`config.mk`:
```
export PLATFORM = sky130hd
export DESIGN_NAME = dense_layer_sequencer_flat
export DESIGN_NICKNAME = d
export VERILOG_FILES = /design/src/rtl/dense_layer_sequencer_if.sv /design/src/rtl/dense_layer_sequencer.sv /design/src/flat_wrapper.sv
export SDC_FILE = /design/constraint.sdc
export NUM_CORES = 2
export LEC_CHECK = 0
export CORE_AREA = 5 5 324 326
export CTS_CLUSTER_SIZE = 30
export DETAILED_ROUTE_END_ITERATION = 7
export DIE_AREA = 0 0 329 331
export PLACE_DENSITY = 0.46
export SETUP_SLACK_MARGIN = 0.5
export SLEW_MARGIN = 20
export SYNTH_ARGS = -nofsm -noshare
export SYNTH_HDL_FRONTEND = slang
export SYNTH_SLANG_ARGS = --single-unit
```
`constraint.sdc`:
```
create_clock -name clk -period 23.4 [get_ports clk]
set_input_delay 3.51 -clock clk [delete_from_list [all_inputs] [get_ports clk]]
set_output_delay 3.51 -clock clk [all_outputs]
set_load 0.1 [all_outputs]
```
`src/rtl/dense_layer_sequencer_if.sv`:
```
// Control and RAM-port bundle between the dense-layer sequencer and its environment.
// The master side is the sequencer; the slave side is the top-level control plus the RAM.
interface dense_layer_sequencer_if #(
    parameter int ADDRESS_WIDTH = 14,
    parameter int DATA_WIDTH    = 24
);
    logic                     start;
    logic                     busy;
    logic                     done;
    logic                     ram_we;
    logic [ADDRESS_WIDTH-1:0] ram_addr;
    logic [DATA_WIDTH-1:0]    ram_wdata;
    logic [DATA_WIDTH-1:0]    ram_rdata;
    logic [3:0]               pred_class;
    logic [DATA_WIDTH-1:0]    pred_score;

    modport master (
        input  start, ram_rdata,
        output busy, done, ram_we, ram_addr, ram_wdata, pred_class, pred_score
    );
    modport slave (
        output start, ram_rdata,
        input  busy, done, ram_we, ram_addr, ram_wdata, pred_class, pred_score
    );
endinterface

```
`src/rtl/dense_layer_sequencer.sv`:
```
// Sequences one fully-connected layer over a single-port RAM: Y = sat((b + W*X) >>> SHIFT),
// writes each Y back and keeps the running argmax as the predicted class.
module dense_layer_sequencer #(
    parameter int                       ADDRESS_WIDTH = 14,
    parameter int                       DATA_WIDTH    = 24,
    parameter logic [ADDRESS_WIDTH-1:0] X_BASE        = 14'h0000,
    parameter logic [ADDRESS_WIDTH-1:0] W_BASE        = 14'h0310,
    parameter logic [ADDRESS_WIDTH-1:0] B_BASE        = 14'h21B0,
    parameter logic [ADDRESS_WIDTH-1:0] Y_BASE        = 14'h21BA,
    parameter int                       N_IN          = 784,
    parameter int                       N_OUT         = 10,
    parameter int                       ACC_WIDTH     = 56,
    parameter int                       SHIFT         = 8
) (
    input logic                     clk,
    input logic                     rst_n,
    dense_layer_sequencer_if.master bus
);
    localparam int IW = (N_IN > 1) ? $clog2(N_IN) : 1;
    localparam logic signed [ACC_WIDTH-1:0] Y_MAX =
        {{(ACC_WIDTH-DATA_WIDTH+1){1'b0}}, {(DATA_WIDTH-1){1'b1}}};
    localparam logic signed [ACC_WIDTH-1:0] Y_MIN = ~Y_MAX;

    typedef enum logic [2:0] {IDLE, RB, LB, RX, RW, MAC, WR, DONE} state_t;

    state_t                        state, nxt;
    logic [IW-1:0]                 i, nxt_i;
    logic [3:0]                    j, nxt_j;
    logic signed [ACC_WIDTH-1:0]   acc, nxt_acc, sh;
    logic signed [DATA_WIDTH-1:0]  x_reg, nxt_x;
    logic signed [2*DATA_WIDTH-1:0] prod;
    logic [DATA_WIDTH-1:0]         y, nxt_wdata;
    logic [ADDRESS_WIDTH-1:0]      nxt_addr;
    logic                          nxt_we, nxt_busy;

    assign prod = x_reg * $signed(bus.ram_rdata);

    // Outputs are registered, so they are derived from the state and counters about to be entered.
    always_comb begin
        nxt     = state;
        nxt_i   = i;
        nxt_j   = j;
        nxt_acc = acc;
        nxt_x   = x_reg;
        case (state)
            IDLE: if (bus.start) begin nxt = RB; nxt_j = '0; end
            RB:   nxt = LB;
            LB: begin
                nxt_acc = ACC_WIDTH'($signed(bus.ram_rdata));
                nxt_i   = '0;
                nxt     = RX;
            end
            RX:   nxt = RW;
            RW: begin
                nxt_x = $signed(bus.ram_rdata);
                nxt   = MAC;
            end
            MAC: begin
                nxt_acc = acc + ACC_WIDTH'(prod);
                if (i == IW'(N_IN - 1)) nxt = WR;
                else begin nxt_i = i + 1'b1; nxt = RX; end
            end
            WR: begin
                if (j == 4'(N_OUT - 1)) nxt = DONE;
                else begin nxt_j = j + 1'b1; nxt = RB; end
            end
            default: nxt = IDLE;
        endcase

        sh = nxt_acc >>> SHIFT;
        if (sh > Y_MAX)      y = Y_MAX[DATA_WIDTH-1:0];
        else if (sh < Y_MIN) y = Y_MIN[DATA_WIDTH-1:0];
        else                 y = sh[DATA_WIDTH-1:0];

        nxt_addr  = '0;
        nxt_we    = 1'b0;
        nxt_wdata = bus.ram_wdata;
        nxt_busy  = (nxt != IDLE) && (nxt != DONE);
        case (nxt)
            RB: nxt_addr = B_BASE + ADDRESS_WIDTH'(nxt_j);
            RX: nxt_addr = X_BASE + ADDRESS_WIDTH'(nxt_i);
            RW: nxt_addr = W_BASE + ADDRESS_WIDTH'(32'(nxt_j) * N_IN) + ADDRESS_WIDTH'(nxt_i);
            WR: begin
                nxt_addr  = Y_BASE + ADDRESS_WIDTH'(nxt_j);
                nxt_we    = 1'b1;
                nxt_wdata = y;
            end
            default: nxt_addr = '0;
        endcase
    end

    always_ff @(posedge clk or negedge rst_n) begin
        if (!rst_n) begin
            state          <= IDLE;
            i              <= '0;
            j              <= '0;
            acc            <= '0;
            x_reg          <= '0;
            bus.busy       <= 1'b0;
            bus.done       <= 1'b0;
            bus.ram_we     <= 1'b0;
            bus.ram_addr   <= '0;
            bus.ram_wdata  <= '0;
            bus.pred_class <= '0;
            bus.pred_score <= '0;
        end else begin
            state         <= nxt;
            i             <= nxt_i;
            j             <= nxt_j;
            acc           <= nxt_acc;
            x_reg         <= nxt_x;
            bus.busy      <= nxt_busy;
            bus.done      <= (nxt == DONE);
            bus.ram_we    <= nxt_we;
            bus.ram_addr  <= nxt_addr;
            bus.ram_wdata <= nxt_wdata;
            // Strict compare keeps the lower index on ties; neuron 0 always seeds the argmax.
            if (state == WR && (j == '0 || $signed(bus.ram_wdata) > $signed(bus.pred_score))) begin
                bus.pred_class <= j;
                bus.pred_score <= bus.ram_wdata;
            end
        end
    end
endmodule
```
`src/flat_wrapper.sv`:
```
// flat-port wrapper written by rule: the top's interface ports become plain ports
module dense_layer_sequencer_flat 
#(
    parameter int                       ADDRESS_WIDTH = 14,
    parameter int                       DATA_WIDTH    = 24,
    parameter logic [ADDRESS_WIDTH-1:0] X_BASE        = 14'h0000,
    parameter logic [ADDRESS_WIDTH-1:0] W_BASE        = 14'h0310,
    parameter logic [ADDRESS_WIDTH-1:0] B_BASE        = 14'h21B0,
    parameter logic [ADDRESS_WIDTH-1:0] Y_BASE        = 14'h21BA,
    parameter int                       N_IN          = 784,
    parameter int                       N_OUT         = 10,
    parameter int                       ACC_WIDTH     = 56,
    parameter int                       SHIFT         = 8
)
  (clk, rst_n, bus_start, bus_ram_rdata, bus_busy, bus_done, bus_ram_we, bus_ram_addr, bus_ram_wdata, bus_pred_class, bus_pred_score);
  dense_layer_sequencer_if #(.ADDRESS_WIDTH(ADDRESS_WIDTH), .DATA_WIDTH(DATA_WIDTH)) bus_i ();
  input logic clk;
  input logic rst_n;
  input wire logic [$bits(bus_i.start)-1:0] bus_start;
  input wire logic [$bits(bus_i.ram_rdata)-1:0] bus_ram_rdata;
  output wire logic [$bits(bus_i.busy)-1:0] bus_busy;
  output wire logic [$bits(bus_i.done)-1:0] bus_done;
  output wire logic [$bits(bus_i.ram_we)-1:0] bus_ram_we;
  output wire logic [$bits(bus_i.ram_addr)-1:0] bus_ram_addr;
  output wire logic [$bits(bus_i.ram_wdata)-1:0] bus_ram_wdata;
  output wire logic [$bits(bus_i.pred_class)-1:0] bus_pred_class;
  output wire logic [$bits(bus_i.pred_score)-1:0] bus_pred_score;
  assign bus_i.start = bus_start;
  assign bus_i.ram_rdata = bus_ram_rdata;
  assign bus_busy = bus_i.busy;
  assign bus_done = bus_i.done;
  assign bus_ram_we = bus_i.ram_we;
  assign bus_ram_addr = bus_i.ram_addr;
  assign bus_ram_wdata = bus_i.ram_wdata;
  assign bus_pred_class = bus_i.pred_class;
  assign bus_pred_score = bus_i.pred_score;
  dense_layer_sequencer #(.ADDRESS_WIDTH(ADDRESS_WIDTH), .DATA_WIDTH(DATA_WIDTH), .X_BASE(X_BASE), .W_BASE(W_BASE), .B_BASE(B_BASE), .Y_BASE(Y_BASE), .N_IN(N_IN), .N_OUT(N_OUT), .ACC_WIDTH(ACC_WIDTH), .SHIFT(SHIFT)) u_core (.clk(clk), .rst_n(rst_n), .bus(bus_i));
endmodule
```
==> images/clocks.png <==
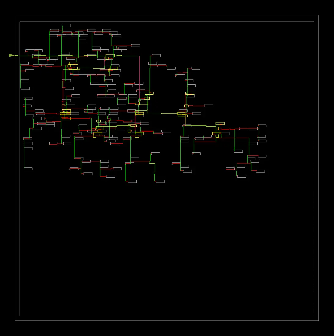
Worst Skew: 24.01 ps
CTS sink count: 166

==> images/flops_by_reg.png <==
The bar under the picture is 100 um long. Other sequential cells in the stronger gray, the rest of the logic in the fainter gray.
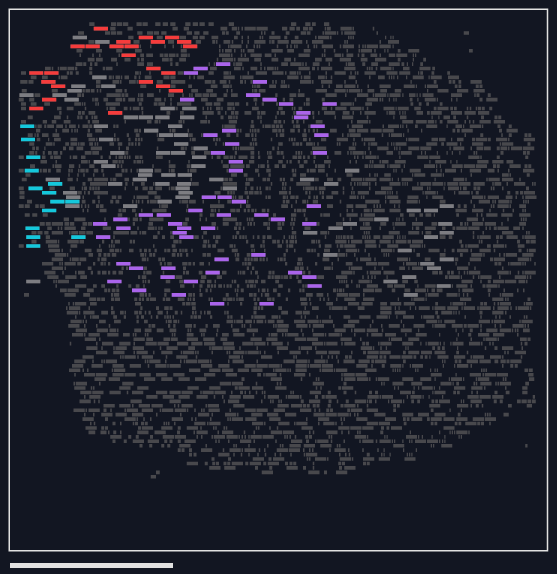
Key: u_core.bus.ram_addr = cyan [sequential cells 14]; u_core.acc = purple [sequential cells 56]; u_core.bus.pred_score = red [sequential cells 24, where upper left]
Another 72 sequential cells are not colored.

==> qor.yml <==
run_status: "finished clean"
grt_pass1_wl_mm: 156.0
log.warning_count: 31
nNetsFinal: 4504
syn-num-nets: 4505
n_all_buffers: 154
most_common_cell: "inv_1"
drtAntennaViolNets: 0
grt.busiest_layer: "met2"
wire_per_inst_um: 19.67
dp.cells: 4906
cts_inserted_buffers: 17
worstHoldPathType: "reg2reg"
r2r_cells: 25
layout.nonclk_buf_share_pct: 3.825
via_count: 23780
drtIter0Drc: 1388
grt_max_degree: 69
mi_logic_area_sq_mm: 0.02542
critPathCaptureType: "flip-flop"
ys_cells: 3558
grt.met1_usage_pct: 27.24
seq_share_pct: 11.45
yosys.area.top_type: "fa_1"
port_buffers: 95
grt_util_met3_pct: 2.638
nFlopsAndLatches: 166
boundaryPins: 96
wl_met2_mm: 44.12
fin_ws_ps: 10370
synthCells: 3558
hold_slack_ps: 490.7
n_fill_cell: 10540
setup_tns_ps: 0
chipArea_sq_mm: 0.1089
==> images/detail.png <==
Region (62, 228) to (102, 268) um. Cells in gray, sequential cells in the stronger gray; small squares are vias.
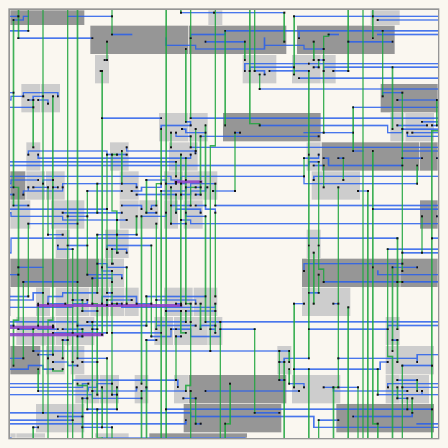
Key: metal 3 = purple; metal 1 = blue; metal 2 = green
Most frequent: dfrtp_1 (12), nand2_1 (11), nand3_1 (7). 72 logic cells have their middle in the window. Sequential cells in the window: 12. Netlist names of flops here include u_core.bus.ram_wdata (7), u_core.i (4).

==> images/io_fan.png <==
The bar under the picture is 100 um long.
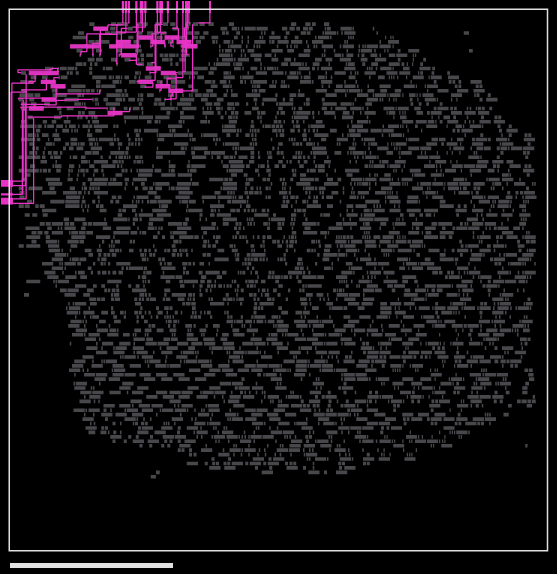
Key: bus_pred_score = magenta [direction output, end cells 24, buffers 24, wire 1,570 um]

